===== src/rtl/mailbox_pkg.sv =====
// Shared definitions for the two-way byte mailbox: register offsets, STATUS/CONTROL bit positions.
package mailbox_pkg;

  localparam logic [7:0] MB_DATA   = 8'd0;
  localparam logic [7:0] MB_STATUS = 8'd1;
  localparam logic [7:0] MB_CTRL   = 8'd2;

  localparam int ST_RX_AVAIL   = 0;
  localparam int ST_TX_FULL    = 1;
  localparam int ST_TX_EMPTY   = 2;
  localparam int ST_RX_CNT_LSB = 3;
  localparam int ST_OVF        = 6;
  localparam int ST_UNF        = 7;

  localparam int CTRL_IE_RX = 0;
  localparam int CTRL_IE_TX = 1;

  // STATUS only has three bits for the count; deeper FIFOs report 7 when fuller.
  function automatic logic [2:0] sat_count(input logic [4:0] c);
    return (c > 5'd7) ? 3'd7 : c[2:0];
  endfunction

endpackage


===== src/rtl/mailbox_fifo.sv =====
// Byte FIFO for one mailbox direction. Over/underflowing requests are ignored here;
// the caller flags them. Full/empty decisions use the pre-edge count.
module mailbox_fifo #(
  parameter int DEPTH = 4
) (
  input  logic                     clk,
  input  logic                     reset_n,
  input  logic                     push,
  input  logic                     pop,
  input  logic [7:0]               wdata,
  output logic [7:0]               rdata,
  output logic                     full,
  output logic                     empty,
  output logic [$clog2(DEPTH):0]   count
);

  localparam int AW = $clog2(DEPTH);
  localparam int CW = AW + 1;

  logic [7:0]    mem [DEPTH];
  logic [AW-1:0] wr_ptr, rd_ptr;
  logic          push_ok, pop_ok;

  assign full    = (count == CW'(DEPTH));
  assign empty   = (count == '0);
  assign push_ok = push && !full;
  assign pop_ok  = pop && !empty;
  assign rdata   = mem[rd_ptr];

  always_ff @(posedge clk or negedge reset_n) begin
    if (!reset_n) begin
      wr_ptr <= '0;
      rd_ptr <= '0;
      count  <= '0;
      for (int i = 0; i < DEPTH; i++) mem[i] <= '0;
    end else begin
      if (push_ok) begin
        mem[wr_ptr] <= wdata;
        wr_ptr      <= wr_ptr + AW'(1);
      end
      if (pop_ok) rd_ptr <= rd_ptr + AW'(1);
      count <= count + CW'(push_ok) - CW'(pop_ok);
    end
  end

endmodule


===== src/rtl/mailbox_channel.sv =====
// Flow-controlled byte mailbox between two bus masters: per side a DATA/STATUS/CONTROL
// window, sticky ovf/unf flags and a registered level interrupt.
module mailbox_channel
  import mailbox_pkg::*;
#(
  parameter logic [7:0] DEVADDR1 = 8'h00,
  parameter logic [7:0] DEVADDR2 = 8'h00,
  parameter int         DEPTH    = 4
) (
  input  logic       clk,
  input  logic       reset_n,
  input  logic [7:0] OUTBUS_ADDR1,
  input  logic [7:0] OUTBUS_DATA1,
  input  logic       OUTBUS_WE1,
  input  logic [7:0] INBUS_ADDR1,
  output logic [7:0] INBUS_DATA1,
  input  logic       INBUS_RE1,
  output logic       IRQ1,
  input  logic [7:0] OUTBUS_ADDR2,
  input  logic [7:0] OUTBUS_DATA2,
  input  logic       OUTBUS_WE2,
  input  logic [7:0] INBUS_ADDR2,
  output logic [7:0] INBUS_DATA2,
  input  logic       INBUS_RE2,
  output logic       IRQ2
);

  localparam int CW = $clog2(DEPTH) + 1;

  logic [7:0]    wr_addr [2];
  logic [7:0]    wr_data [2];
  logic [7:0]    rd_addr [2];
  logic [1:0]    wr_en, rd_en;
  logic [1:0]    push, pop, f_full, f_empty;
  logic [7:0]    f_rdata [2];
  logic [CW-1:0] f_count [2];
  logic [7:0]    rd_data_q [2];
  logic [1:0]    irq_q;

  assign wr_addr[0] = OUTBUS_ADDR1;
  assign wr_addr[1] = OUTBUS_ADDR2;
  assign wr_data[0] = OUTBUS_DATA1;
  assign wr_data[1] = OUTBUS_DATA2;
  assign rd_addr[0] = INBUS_ADDR1;
  assign rd_addr[1] = INBUS_ADDR2;
  assign wr_en      = {OUTBUS_WE2, OUTBUS_WE1};
  assign rd_en      = {INBUS_RE2, INBUS_RE1};

  assign INBUS_DATA1 = rd_data_q[0];
  assign INBUS_DATA2 = rd_data_q[1];
  assign IRQ1        = irq_q[0];
  assign IRQ2        = irq_q[1];

  // FIFO s carries bytes written by side s; it is popped by the other side R.
  for (genvar s = 0; s < 2; s++) begin : g_side
    localparam int         R    = 1 - s;
    localparam logic [7:0] BASE = (s == 0) ? DEVADDR1 : DEVADDR2;

    logic       wr_dat, wr_st, wr_ctl, rd_dat, rd_st, rd_ctl;
    logic [1:0] ctrl;
    logic       ovf, unf, irq;
    logic [7:0] status, rd_mux, rd_q;

    assign wr_dat = wr_en[s] && (wr_addr[s] == BASE + MB_DATA);
    assign wr_st  = wr_en[s] && (wr_addr[s] == BASE + MB_STATUS);
    assign wr_ctl = wr_en[s] && (wr_addr[s] == BASE + MB_CTRL);
    assign rd_dat = rd_en[s] && (rd_addr[s] == BASE + MB_DATA);
    assign rd_st  = rd_en[s] && (rd_addr[s] == BASE + MB_STATUS);
    assign rd_ctl = rd_en[s] && (rd_addr[s] == BASE + MB_CTRL);

    assign push[s] = wr_dat;
    assign pop[R]  = rd_dat;

    mailbox_fifo #(.DEPTH(DEPTH)) u_fifo (
      .clk     (clk),
      .reset_n (reset_n),
      .push    (push[s]),
      .pop     (pop[s]),
      .wdata   (wr_data[s]),
      .rdata   (f_rdata[s]),
      .full    (f_full[s]),
      .empty   (f_empty[s]),
      .count   (f_count[s])
    );

    always_comb begin
      status                          = '0;
      status[ST_RX_AVAIL]             = !f_empty[R];
      status[ST_TX_FULL]              = f_full[s];
      status[ST_TX_EMPTY]             = f_empty[s];
      status[ST_RX_CNT_LSB +: 3]      = sat_count(5'(f_count[R]));
      status[ST_OVF]                  = ovf;
      status[ST_UNF]                  = unf;
    end

    always_comb begin
      rd_mux = '0;
      if (rd_dat)      rd_mux = f_empty[R] ? 8'h00 : f_rdata[R];
      else if (rd_st)  rd_mux = status;
      else if (rd_ctl) rd_mux = {6'b0, ctrl};
    end

    // A new overflow/underflow event wins over a same-cycle W1C.
    always_ff @(posedge clk or negedge reset_n) begin
      if (!reset_n) begin
        rd_q <= '0;
        ctrl <= '0;
        ovf  <= 1'b0;
        unf  <= 1'b0;
        irq  <= 1'b0;
      end else begin
        rd_q <= rd_mux;
        if (wr_ctl) ctrl <= wr_data[s][1:0];
        ovf <= (wr_dat && f_full[s]) || (ovf && !(wr_st && wr_data[s][ST_OVF]));
        unf <= (rd_dat && f_empty[R]) || (unf && !(wr_st && wr_data[s][ST_UNF]));
        irq <= (ctrl[CTRL_IE_RX] && !f_empty[R]) || (ctrl[CTRL_IE_TX] && f_empty[s]);
      end
    end

    assign rd_data_q[s] = rd_q;
    assign irq_q[s]     = irq;
  end

endmodule


===== config.mk =====
export PLATFORM = sky130hd
export DESIGN_NAME = mailbox_channel
export DESIGN_NICKNAME = d
export VERILOG_FILES = /design/src/rtl/mailbox_pkg.sv /design/src/rtl/mailbox_fifo.sv /design/src/rtl/mailbox_channel.sv
export SDC_FILE = /design/constraint.sdc
export NUM_CORES = 1
export LEC_CHECK = 0
export CORE_MARGIN = 8
export CORE_UTILIZATION = 60
export DETAILED_ROUTE_END_ITERATION = 8
export HOLD_SLACK_MARGIN = 0.12
export PLACE_DENSITY = 0.94
export SETUP_SLACK_MARGIN = 0.4
export SYNTH_ARGS = -nofsm -noshare
export SYNTH_HDL_FRONTEND = slang
export SYNTH_HIERARCHICAL = 1
export SYNTH_SLANG_ARGS = --single-unit

===== constraint.sdc =====
create_clock -name clk -period 6.5 [get_ports clk]
set_clock_uncertainty 0.2 [all_clocks]
set_input_delay 1.95 -clock clk [delete_from_list [all_inputs] [get_ports clk]]
set_output_delay 1.95 -clock clk [all_outputs]
set_load 0.01 [all_outputs]

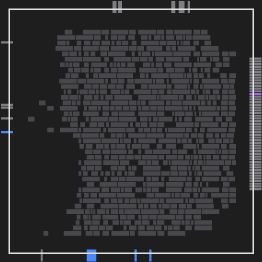
(run_1/io_placement.png)
Drawn at 2 px/um. Pins as bars across the die edge, other pins in gray.
legend:
  blue:
    port: `OUTBUS_DATA2`
    pins: 8
    direction: input
    edge: 7 south, 1 west
  purple:
    port: `IRQ2`
    pins: 1
    direction: output
    edge: east
all pins by edge: 49 east, 10 north, 8 south, 5 west

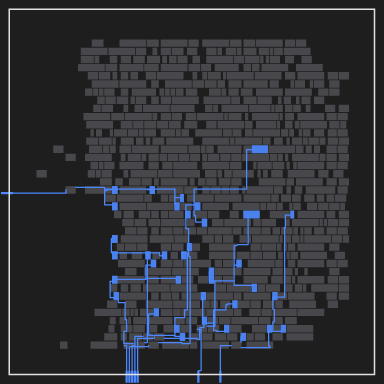
(run_1/io_fan.png)
Drawn at 3 px/um.
legend:
  blue:
    port: `OUTBUS_DATA2`
    direction: input
    edge: 7 south, 1 west
    end_cells: 36
    buffers: 8
    wire: 635 um

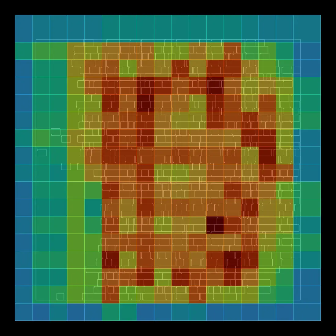
(run_1/congestion.png)
drt wl/cell: 22.9 um
GRT met3 Usage: 6.00%
global route hottest layer: met2

==> results_dict.tcl, run 1 <==
# collected from the flow reports
set metrics [dict create \
    status "finished clean" \
    post_cts_buffers 0 \
    grt-ovfl-total 0 \
    ys_cells 593 \
    worstSetupStartpointType "input pin" \
    switchingPower_w 0.000530 \
    gp_congestion 0.844 \
    rsz0062_at_grt "no" \
    warnings 32 \
    top_area_cell "dfrtp_1" \
    drtIter0Drc 621 \
    fin_util_pct 68.6 \
    n_fill_cell 701 \
    hold_buffers 0 \
    ys_async_sr_fraction_pct 100 \
    p_leak_nw 2.65 \
    worstPathCellList "clkdlybuf4s50_1 -> nor4_1 -> nand4b_1 -> nor2_1 -> o31a_1 -> ha_1 -> inv_1 -> ha_1 -> inv_1 -> fa_1 -> xnor2_1 -> xnor2_1" \
    routed_wl_um 17400 \
    initCoreUtil_pct 61.3 \
    maxCapViolations 0 \
    drc 0 \
    p_sw_share_pct 33.8 \
    cp_top_family "simple AND/OR/NAND/NOR gates" \
    layout-area-overhead-vs-synth_pct 12.0 \
    fin_crit_ns 4.82 \
    syn_inst 593 \
    worst-path-buf-inv 3 \
    dieHeight_um 121 \
    antenna_found_initial 1 \
    top_area_share_pct 39.2 \
    met1_usage_pct 30.8 \
    intPower_w 0.00104 \
    dp_hpwl_um 10800 \
    chipWidth_um 121 \
    grt_max_degree 69 \
    regMostFlops "g_side.u_fifo/mem" \
    edf_count 0 \
    syn-num-nets 661 \
    io_pins 72 \
    syn_area_per_cell_um2 11.2 \
    post_cts_resized 0 \
    core_area_mm2 0.0108 \
    io_buffers 71 \
    drv_slew 0 \
    synth-main-ff-cell "dfrtp_1" \
    synth_cell_types 49 \
    viasPerCell 7.01 \
    final_cell_area_mm2 0.00744 \
    dr.pass1.iters 6 \
    combPwrFrac_pct 28.0 \
    grtUsageMet2_pct 36.0 \
    ys_seq_share_pct 39.2 \
    cts_max_level 3 \
    cp.required_ns 6.51 \
    relSlewSlack_pct 14.7 \
    clk_pin_slew_ns 0.10 \
    p_clk_share_pct 26.8 \
    worstSetupPathType "input pin to register" \
    finalSetupViolCount 0 \
    largest_reg_flops 64 \
    power_frac_seq_pct 45.3 \
    dieArea_mm2 0.0147 \
    grt_pass1_vias 5311 \
    slowest_delay_ns 0.41 \
]
[run 1: cells in the final DEF (no fill, tap or decap), types with 3 or more instances in the layout]
master           netlist  final
xnor2_1                5      5
mux4_2                16     16
buf_4                  3      9
ha_1                  12     12
nand3b_1               4      4
o31ai_1                6      6
a22oi_1               11     11
nor4_1                 4      4
nand4bb_1             61     61
nand3_1               65     65
o211ai_1              59     59
nand2_1                8      8
nand2b_1               8      8
a21bo_2               64     64
nor2_1                19     19
inv_1                 15     15
clkdlybuf4s50_1        0     70
or4bb_1                7      7
xor2_1                 3      3
nor3_1                 6      4
clkbuf_8               0     14
a21oi_1                6      6
dfrtp_1              104    104
o211ai_2               9      9
[run 1: power by group through the flow]
stage,clock network [W],registers (W),logic (W)
after floorplan,0,0.000697,0.000338
final,0.000420,0.000710,0.000439
after global routing,0.000440,0.000714,0.000467
after detailed placement,0,0.000720,0.000424
after global placement,0,0.000718,0.000404
after CTS,0.000419,0.000708,0.000428
[run 1: logic make-up after synthesis]
family | count (synthesis) | synth area share (%)
compound gates | 166 | 21.8
xor+xnor | 8 | 1.06
fa+ha+maj | 14 | 2.86
buf+inv | 83 | 6.24
flops | 104 | 39.2
mux | 20 | 6.22
simple gates | 198 | 22.6
[run 1: worst register-to-register path, delay by kind of cell (launching register included)]
family / cells / cell delay (ns)
XOR/XNOR: 2 / 0.35
adder cells (fa/ha/maj): 3 / 0.83
buffers and inverters: 2 / 0.11
flip-flops: 1 / 1.21
AND/OR/NAND/NOR: 2 / 0.34
[run 1: layout make-up]
type                    count  area, um^2  share of cell area (%)
repair buffers             79         768                    10.3
inverters                  15        56.3                   0.757
multi-input cells         406        3630                    48.8
clock buffers              15         196                    2.64
well taps                 140         175                    2.35
clock inverters             1        7.51                   0.101
flip-flops and latches    104        2600                    35.0
[run 1: worst paths after layout]
check                                                         start                                     end  slack (ns)  cells after the start
min in group asynchronous                                   reset_n  g_side[1].u_fifo/wr_ptr[0]$_DFFE_PN0P_        1.41                      1
max in group asynchronous                                   reset_n     g_side[1].u_fifo/mem[0]$_DFFE_PN0P_        3.57                      2
worst min register to register        g_side[0].ctrl[0]$_DFFE_PN0P_                          IRQ1$_DFF_PN0_        0.38                      1
worst min-delay path                  g_side[0].ctrl[0]$_DFFE_PN0P_                          IRQ1$_DFF_PN0_        0.38                      1
worst max register to register  g_side[0].u_fifo/count[1]$_DFF_PN0_     g_side[0].u_fifo/count[2]$_DFF_PN0_        3.31                      9
worst max-delay path                                 INBUS_ADDR2[4]     g_side[0].u_fifo/count[2]$_DFF_PN0_        1.68                     12
[run 1: through the flow]
stage	power, W	std cells	worst slack, ns	hold WS (ns)
finish	0.00157	760	1.68	0.380
global route	0.00162	760	1.43	0.398
floorplan	0.00103	593	1.74	0.265
CTS	0.00156	760	1.72	0.370
detailed placement	0.00114	744	1.36	0.350
global placement	0.00112	744	1.57	0.336
[run 1: metal layers]
layer  routed length, um  share of wire [%]  vias up
met5                  10              0.058        -
met2                8350                 48      336
met1                6850                 39     2626
met4                 371                2.1        2
met3                1810                 10       36
li1                    -                  -     2326
==> run 2: changes to the inputs <==
--- a/config.mk
+++ b/config.mk
@@ -6,10 +6,10 @@
 export NUM_CORES = 1
 export LEC_CHECK = 0
 export CORE_MARGIN = 8
-export CORE_UTILIZATION = 60
+export CORE_UTILIZATION = 58
 export DETAILED_ROUTE_END_ITERATION = 8
 export HOLD_SLACK_MARGIN = 0.12
-export PLACE_DENSITY = 0.94
+export PLACE_DENSITY = 0.92
 export SETUP_SLACK_MARGIN = 0.4
 export SYNTH_ARGS = -nofsm -noshare
 export SYNTH_HDL_FRONTEND = slang
==> constraint.sdc (replaced) <==
create_clock -name clk -period 4.8 [get_ports clk]
set_clock_uncertainty 0.2 [all_clocks]
set_input_delay 1.44 -clock clk [delete_from_list [all_inputs] [get_ports clk]]
set_output_delay 1.44 -clock clk [all_outputs]
set_load 0.01 [all_outputs]
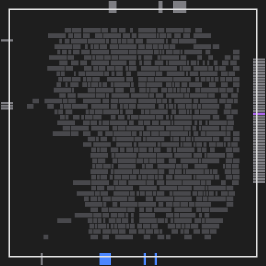
(run_2/io_placement.png)
Drawn at 2 px/um. Pins as bars across the die edge, other pins in gray.
legend:
  purple:
    port: `IRQ2`
    pins: 1
    direction: output
    edge: east
  blue:
    port: `OUTBUS_DATA2`
    pins: 8
    direction: input
    edge: south
all pins by edge: 46 east, 13 north, 9 south, 4 west

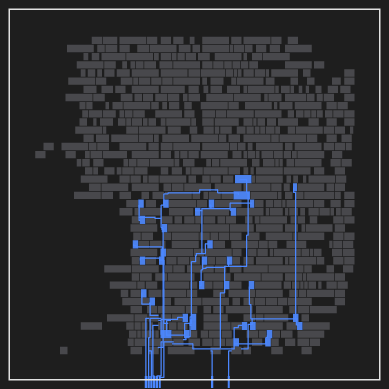
(run_2/io_fan.png)
Drawn at 3 px/um.
legend:
  blue:
    port: `OUTBUS_DATA2`
    direction: input
    edge: south
    end_cells: 36
    buffers: 8
    wire: 618 um

==> run 2 against run 1 <==
Worst hold slack lost 0.055 ns. Sequential power increased by 33%. Worst setup slack worse by 1.1 ns. Flip-flop count unchanged. Non-clock buffer count is 6 higher. Via count is 0.30% lower.
==> results_dict.tcl, run 2 <==
# collected from the flow reports
set metrics [dict create \
    status "finished clean" \
    grt_util_all_layers_pct 23.1 \
    chipWidth_um 123 \
    clk_pin_slew_ns 0.07 \
    wl_met2_um 8440 \
    cts_max_level 3 \
    worstSetupPathType "input pin to register" \
    fin_crit_ns 4.19 \
    diodes 0 \
    hold_class "register to register" \
    cp_top_family "simple AND/OR/NAND/NOR gates" \
    routed_wl_um 17300 \
    antenna_left 0 \
    yosys_area_mm2 0.00664 \
    slowest_delay_ns 0.76 \
    cp-end-kind "register" \
    p_leak_nw 2.73 \
    initCoreUtil_pct 58.7 \
    grt-ovfl-total 0 \
    antenna_found_initial 0 \
    fin_tns_setup_ns 0 \
    ys_cells 593 \
    dieHeight_um 123 \
    whs_ns 0.324 \
    fin_util_pct 67.1 \
    grt_pass1_wl_um 28100 \
    post_cts_resized 0 \
    ys_async_sr_fraction_pct 100 \
    power_density_mw_per_mm2 304 \
    seqCellArea_mm2 0.00260 \
    yosys_warnings 6 \
    top_cell "dfrtp_1" \
    numSynthFlops 104 \
    nets 689 \
    insertion_delay_ns 0.34 \
    maxCapViolations 0 \
    cp_max_fo 4 \
    worst_slew_pin_slew_ns 1.24 \
    highest_layer "met4" \
    cts_buffers 9 \
    worstSetupStartpointType "input pin" \
    comb_area_mm2 0.00363 \
    viasPerCell 6.91 \
    cts_tree "done" \
    rsz0062_at_grt "no" \
    clk_path_buf_depth 2 \
    clock-sinks 104 \
    post_cts_buffers 0 \
    syn_inst 593 \
    cts_root_buf "clkbuf_16" \
    layout_top_cell "dfrtp_1" \
    dr.pass1.iters 5 \
    wl_per_cell_um 22.5 \
    dieArea_mm2 0.0151 \
    warnings 34 \
    top_area_cell "dfrtp_1" \
    edf_count 0 \
    relSlewSlack_pct 17.4 \
    finalSetupViolCount 0 \
    drv_slew 0 \
    final_cell_mix "dfrtp_1 (104), clkdlybuf4s50_1 (70), nand3_1 (65), a21bo_2 (64), nand4bb_1 (61)" \
    drive_above_1_share_pct 21.1 \
    grt_max_degree 102 \
    min_from "g_side[0].ctrl[1]$_DFFE_PN0P_" \
    gp_congestion 0.830 \
    largest_reg_flops 64 \
    m1WireLength_um 6930 \
    area_leaders "dfrtp_1 (39%), nand4bb_1 (10%), a21bo_2 (9.6%)" \
    core_area_mm2 0.0113 \
    fmax_ghz 0.238 \
    syn-num-nets 661 \
    n_fill_cell 765 \
    syn_area_per_cell_um2 11.2 \
    wl_met3_um 1590 \
    top_cells_by_count "dfrtp_1 (104), nand3_1 (65), a21bo_2 (64)" \
    worst-path-buf-inv 2 \
    crit_top_cell "ha_1" \
    cp.required_ns 4.80 \
    layout-area-overhead-vs-synth_pct 14.4 \
    crit-reg2reg-launch "g_side[0].u_fifo/count[0]$_DFF_PN0_" \
    drtIter0Drc 873 \
    grt_pass1_vias 5366 \
    synth_cell_types 49 \
    startpoint "OUTBUS_ADDR2[1]" \
    vias 5310 \
    hold_buffers 0 \
    finalClockPeriodUsage_pct 87.4 \
    hold_violations 0 \
    dp_hpwl_um 10700 \
    io_pins 72 \
    io_buffers 71 \
    peakVddDrop_v 0.000275 \
    ys_seq_share_pct 39.2 \
    crit_slowest_cell "or4b_2" \
    synth-main-ff-cell "dfrtp_1" \
    syn_area_mm2 0.00664 \
    top_area_share_pct 39.2 \
    cp_data_arrival_time_ns 4.20 \
    placementRows 39 \
    worstPathCellList "clkdlybuf4s50_1 -> or4b_2 -> nor3_2 -> nand2b_1 -> ha_1 -> inv_1 -> ha_1 -> fa_1 -> xor2_1 -> xnor2_1" \
    drc 0 \
    regMostFlops "g_side.u_fifo/mem" \
]
-- run 2: logic make-up after synthesis --
group | after synthesis | share of synthesized area [%]
AND-OR/OR-AND | 166 | 21.8
XOR/XNOR | 8 | 1.06
adder cells (fa/ha/maj) | 14 | 2.86
buffers and inverters | 83 | 6.24
flip-flops | 104 | 39.2
multiplexers | 20 | 6.22
AND/OR/NAND/NOR | 198 | 22.6
-- run 2: metal layers --
layer | GRT usage [%] | up-vias
li1 | - | 2342
met1 | 30.7 | 2666
met2 | 36.7 | 275
met3 | 4.98 | 27
met4 | 8.43 | 0
met5 | 0 | -
-- run 2: through the flow --
step / instance area [um^2] / cells / setup slack, ns / total power (W)
finish: 7600 / 769 / 0.606 / 0.00231
global route: 7600 / 769 / 0.510 / 0.00240
CTS: 7600 / 769 / 0.631 / 0.00230
detailed placement: 7300 / 753 / 0.341 / 0.00156
global placement: 7300 / 753 / 0.405 / 0.00153
floorplan: 6640 / 593 / 0.549 / 0.00140
-- run 2: layout make-up --
type,instances,share of cell area (%)
Clock inverter,2,0.494
Clock buffer,14,3.47
Inverter,15,0.741
Timing Repair Buffer,85,10.9
Tap cell,143,2.35
Sequential cell,104,34.2
Multi-Input combinational cell,406,47.8
-- run 2: worst paths after layout --
| check | endpoint | slack [ns] | cells past startpoint |
|---|---|---|---|
| hold reg to reg | IRQ1$_DFF_PN0_ | 0.32 | 1 |
| min in group asynchronous | g_side[1].u_fifo/wr_ptr[0]$_DFFE_PN0P_ | 0.69 | 1 |
| max in group asynchronous | g_side[0].u_fifo/count[0]$_DFF_PN0_ | 2.97 | 2 |
| setup reg to reg | g_side[0].u_fifo/count[2]$_DFF_PN0_ | 1.86 | 8 |
| setup / recovery | g_side[1].u_fifo/count[2]$_DFF_PN0_ | 0.61 | 10 |
| hold / removal | IRQ1$_DFF_PN0_ | 0.32 | 1 |
-- run 2: worst reg2reg max path: stages (launching register included) --
cell     delay (ns)
dfrtp_1        1.16
o31a_1         0.31
ha_1           0.25
inv_1          0.05
ha_1           0.13
inv_1          0.05
fa_1           0.37
xnor2_1        0.15
xnor2_1        0.14
-- run 2: power breakdown --
| part | total [W] | internal (W) | switching (W) | leakage, nW |
|---|---|---|---|---|
| registers | 0.000946 | 0.000906 | 0.0000393 | 1.09 |
| clock network | 0.000746 | 0.000434 | 0.000312 | 0.143 |
| logic | 0.000619 | 0.000243 | 0.000376 | 1.49 |
No activity file was given, so power comes from the tool's default toggle rates.
